`src/rtl/miinst_issue_queue.sv`:
```
// Micro-instruction issue queue: buffers fetch bundles and issues their live slots one per cycle.
// Optional same-cycle bypass into an empty queue is enabled by defining MIQ_BYPASS_EN.
`ifndef MQ_N
`define MQ_N 4
`endif

package miinst_pkg;
    typedef enum logic [3:0] {
        MIOP_NOP   = 4'd0,
        MIOP_ADDI  = 4'd1,
        MIOP_LOAD  = 4'd2,
        MIOP_JR    = 4'd3,
        MIOP_ADD   = 4'd4,
        MIOP_SUB   = 4'd5,
        MIOP_STORE = 4'd6
    } miop_e;

    typedef struct packed {
        miop_e       op;
        logic [4:0]  rd;
        logic [4:0]  rs1;
        logic [11:0] imm;
    } miinst_t;

    localparam int MIINST_W = $bits(miinst_t);
endpackage

module miinst_issue_queue
    import miinst_pkg::*;
#(
    parameter int DEPTH = 4,
    parameter int NSLOT = `MQ_N
) (
    input  logic                          clk,
    input  logic                          rst,
    input  logic                          flush,
    input  logic                          bundle_valid,
    input  logic [NSLOT*MIINST_W-1:0]     bundle,
    output logic                          bundle_ready,
    output logic                          issue_valid,
    output logic [MIINST_W-1:0]           issue_inst,
    input  logic                          issue_ready,
    output logic [$clog2(DEPTH):0]        occupancy
);

    localparam int PW = $clog2(DEPTH);
    localparam int SW = (NSLOT > 1) ? $clog2(NSLOT) : 1;

    logic [PW-1:0]       wr_ptr;
    logic [PW-1:0]       rd_ptr;
    logic [SW-1:0]       slot_ptr;
    logic [PW:0]         count;

    logic [MIINST_W-1:0] slots [DEPTH][NSLOT];
    logic [NSLOT-1:0]    live  [DEPTH];

    miinst_t             in_slot [NSLOT];
    logic [NSLOT-1:0]    in_live;
    logic [NSLOT-1:0]    wr_mask;
    logic [NSLOT-1:0]    head_live;
    logic [NSLOT-1:0]    head_avail;
    logic [NSLOT-1:0]    head_left;
    logic [SW-1:0]       head_idx;
    logic                empty;
    logic                enq_fire;
    logic                enq_write;
    logic                issue_fire;
    logic                head_fire;
    logic                retire;
`ifdef MIQ_BYPASS_EN
    logic [SW-1:0]       in_idx;
    logic                bypass;
`endif

    assign empty        = (count == '0);
    assign bundle_ready = (count < (PW+1)'(DEPTH)) && !flush;
    assign enq_fire     = bundle_valid && bundle_ready;
    assign occupancy    = count;

    // Unpack the incoming bundle and mark the slots that carry real work.
    always_comb begin
        for (int i = 0; i < NSLOT; i++) begin
            in_slot[i] = bundle[i*MIINST_W +: MIINST_W];
            in_live[i] = (in_slot[i].op != MIOP_NOP);
        end
    end

    // Lowest live slot of the head bundle at or beyond slot_ptr.
    always_comb begin
        head_live = live[rd_ptr];
        head_idx  = '0;
        for (int i = 0; i < NSLOT; i++) begin
            head_avail[i] = head_live[i] && (SW'(i) >= slot_ptr);
        end
        for (int i = NSLOT - 1; i >= 0; i--) begin
            if (head_avail[i]) begin
                head_idx = SW'(i);
            end
        end
        head_left           = head_live;
        head_left[head_idx] = 1'b0;
    end

`ifdef MIQ_BYPASS_EN
    always_comb begin
        in_idx = '0;
        for (int i = NSLOT - 1; i >= 0; i--) begin
            if (in_live[i]) begin
                in_idx = SW'(i);
            end
        end
    end

    assign bypass = empty && enq_fire && (|in_live);
`endif

    // NOTE: every always_comb output gets a default first so no path can infer a latch.
    always_comb begin
        issue_valid = 1'b0;
        issue_inst  = '0;
        if (!flush && !empty) begin
            issue_valid = 1'b1;
            issue_inst  = slots[rd_ptr][head_idx];
        end
`ifdef MIQ_BYPASS_EN
        else if (bypass) begin
            issue_valid = 1'b1;
            issue_inst  = in_slot[in_idx];
        end
`endif
    end

    assign issue_fire = issue_valid && issue_ready;
    assign head_fire  = issue_fire && !empty;
    assign retire     = head_fire && (head_left == '0);

    always_comb begin
        wr_mask = in_live;
`ifdef MIQ_BYPASS_EN
        if (bypass && issue_ready) begin
            wr_mask[in_idx] = 1'b0;
        end
`endif
    end

    assign enq_write = enq_fire && (|wr_mask);

    // wr_ptr and rd_ptr only coincide when empty (no head issue) or full (no enqueue),
    // so the two live-mask writes below never target the same entry.
    always_ff @(posedge clk or posedge rst) begin
        if (rst) begin
            wr_ptr   <= '0;
            rd_ptr   <= '0;
            slot_ptr <= '0;
            count    <= '0;
            for (int d = 0; d < DEPTH; d++) begin
                live[d] <= '0;
            end
        end else if (flush) begin
            wr_ptr   <= '0;
            rd_ptr   <= '0;
            slot_ptr <= '0;
            count    <= '0;
            for (int d = 0; d < DEPTH; d++) begin
                live[d] <= '0;
            end
        end else begin
            if (enq_write) begin
                live[wr_ptr] <= wr_mask;
                wr_ptr       <= wr_ptr + PW'(1);
            end
            if (head_fire) begin
                live[rd_ptr] <= head_left;
                if (retire) begin
                    rd_ptr   <= rd_ptr + PW'(1);
                    slot_ptr <= '0;
                end else begin
                    slot_ptr <= head_idx + SW'(1);
                end
            end
            case ({enq_write, retire})
                2'b10:   count <= count + (PW+1)'(1);
                2'b01:   count <= count - (PW+1)'(1);
                default: count <= count;
            endcase
        end
    end

    // NOTE: slot payload storage has no reset; the live masks alone decide what is valid.
    always_ff @(posedge clk) begin
        if (enq_write) begin
            for (int s = 0; s < NSLOT; s++) begin
                slots[wr_ptr][s] <= in_slot[s];
            end
        end
    end

endmodule

```
`config.mk`:
```
export PLATFORM = sky130hd
export DESIGN_NAME = miinst_issue_queue
export DESIGN_NICKNAME = d
export VERILOG_FILES = /design/src/rtl/miinst_issue_queue.sv
export SDC_FILE = /design/constraint.sdc
export NUM_CORES = 1
export LEC_CHECK = 0
export CAP_MARGIN = 40
export CELL_PAD_IN_SITES_DETAIL_PLACEMENT = 1
export CELL_PAD_IN_SITES_GLOBAL_PLACEMENT = 1
export CORE_MARGIN = 4
export CORE_UTILIZATION = 35
export CTS_CLUSTER_DIAMETER = 50
export DETAILED_ROUTE_END_ITERATION = 10
export GPL_TIMING_DRIVEN = 1
export PLACE_DENSITY_LB_ADDON = 0.1
export SLEW_MARGIN = 20
export SYNTH_ARGS = -nofsm -noshare
export SYNTH_HDL_FRONTEND = slang
export SYNTH_SLANG_ARGS = --single-unit
```
`constraint.sdc`:
```
create_clock -name clk -period 4.3 [get_ports clk]
set_input_delay 0.43 -clock clk [delete_from_list [all_inputs] [get_ports clk]]
set_output_delay 0.43 -clock clk [all_outputs]
set_load 0.01 [all_outputs]
```
Figure 1. Cell placement.
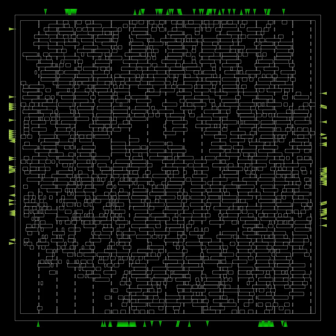
utilization after layout: 0.4479
fillcell total: 4,824

Figure 2. Signal wires on met3.
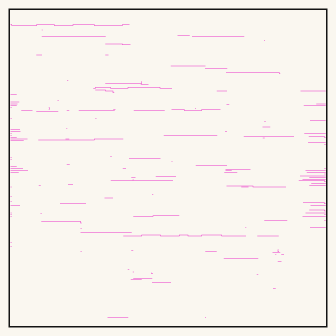
nets with wire on the layer = 85
wire length on this layer = 1,640 microns
share of all routed wire = 3.6%
Detailed Route WL: 45,680 microns
GR Util met3: 0.03183
vias: 9,645

Figure 3. Clock network drawn from the DEF.
Scale bar: 50 microns.
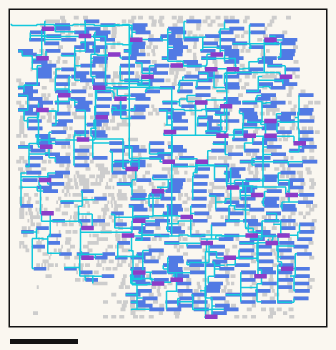
clock wires -> cyan  # length 5,760 microns
flip-flops -> blue  # count 441
clock-net drivers -> purple  # count 52
routed clock nets = 53
Clk pwr share: 0.340
clk_lat worst skew: 0.59 ns
Clock Skew: 0.02402 ns
clock network power: 4450 uW

Figure 4. Ports around the boundary.
Pins as bars across the die edge, other pins in grey.
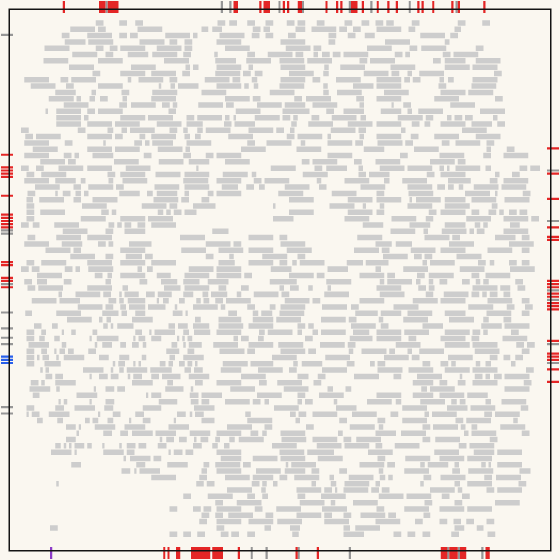
bundle -> red  # pins 104, direction input, edge 35 top, 33 bottom, 20 right, 16 left
rst -> purple  # pins 1, direction input, edge bottom
occupancy -> blue  # pins 3, direction output, edge left
all pins by edge = 44 top, 41 bottom, 29 left, 26 right
die height: 232.7 microns
Die X: 232.7 microns
# port buffers: 139

==> notes.md <==
yosys + openroad results -> status finished, final reports clean, vias in the first global route 10,510, tally of OpenROAD warnings 35, Inst Count DP 1,789, Cell area leaders edfxtp_1 (71%), mux2i_1 (13%), o22ai_1 (3.7%), inverters 15, dpl hpwl 28,150 microns, Sw Share 0.2723, Final #Nets 1,325, min cycle time layout 4.149 ns, logic area 4136 sq um, Netlist Area Pre-Place 17,670 sq um, setup bufs post-CTS 12, CORE AREA 50,070 sq um, fraction of area in non-clock buffers 0.1114, registers 441, CP Class flop to output port, clkbuf count 64, Static Leakage 0.007794 uW, ys cells 976, adder share 0.009628, drt initial violations 459, met2 usage 0.2811, xor/xnor cell area share of the yosys netlist 0.001487, Pint 9532 uW, Max VDD drop 0.2861 mV, Hold Slack 0.2656 ns, post-route ant nets 0, sequential-to-total area share from yosys stat 0.7422, final std cells w/o fill 1,916, Global Route met1 Usage 0.2277, Max Cap Violations 0, ClkCell Share 0.07827, Startpoint Class flop, first-pass GRT wire length 67,850 microns, DP Area 20,140 sq um, gr ovfl total 0, commonest cells in the synthesized netlist edfxtp_1 (416), mux2i_1 (226), o22ai_1 (104), Flops after synth 441, pin count of the biggest net entering global routing 45, fraction of area in registers 0.5850, crit-path leading delay family buffers and inverters, synthesis area per yosys 17,670 sq um, Slew Limit Fails 0, Avg Inst Size Synth 18.11 sq um, Post-synth ARST share 0.05669, top power group sequential cells, Reg2Reg Setup Slack 0.62 ns, post-route clock period utilization 0.9648, clock-pin transition on the worst setup and hold timing paths 0.05 ns, total CTS buffers 52, Max-area cell class sequential cells, buffers outside the clock class 221, CTS Sinks 441, design area 22,430 sq um, Diodes inserted 1, most frequent logic cell in the layout edfxtp_1, Setup crit start rd_ptr[0], Top Usage Layer GRT met2, post-synth net total 1,098, initial antenna violation count 1, Psw 3567 uW, CP max stage cell mux4_2, pwr dens 584.0 nW/um^2, Post-Synth Simple-Gate Area 0.03419, worst-path fanout max 16, Logic power comb 3470 uW, max layer used met4, Fmax 0.2410 GHz, Rows 82, H-tree depth 2, combinational gates 472, Mux cell area share 0.1439, Required @ worst endpoint 3.87 ns, hold_buf cts 0, combinational power share 0.265, CTS tree yes, library cells used by synthesis 51, Biggest register slots, WL met2 22,510 microns, Main logic family multiplexers, Largest register FFs 416, Slew headroom 0.5433, DR WL/cell 23.84 microns, Synth Flop Type edfxtp_1, # DRC 0, drt via density 5.034, Power Total 13,100 uW, cts repair resizes 30, area leader, netlist edfxtp_1, Syn Inst Count 976, total track usage 0.1680, Worst-Margin Slew 0.6851 ns, floorplan utilization 0.3530, Post-synth EDFFs 416, Die Size 54,150 sq um, IO Pins 140, area delta synth->final 26.90%, Top cells excl fill/tap edfxtp_1 (416), mux2i_1 (225), clkdlybuf4s50_1 (115), yosys warns 0
Power and IR drop assume default switching activity.
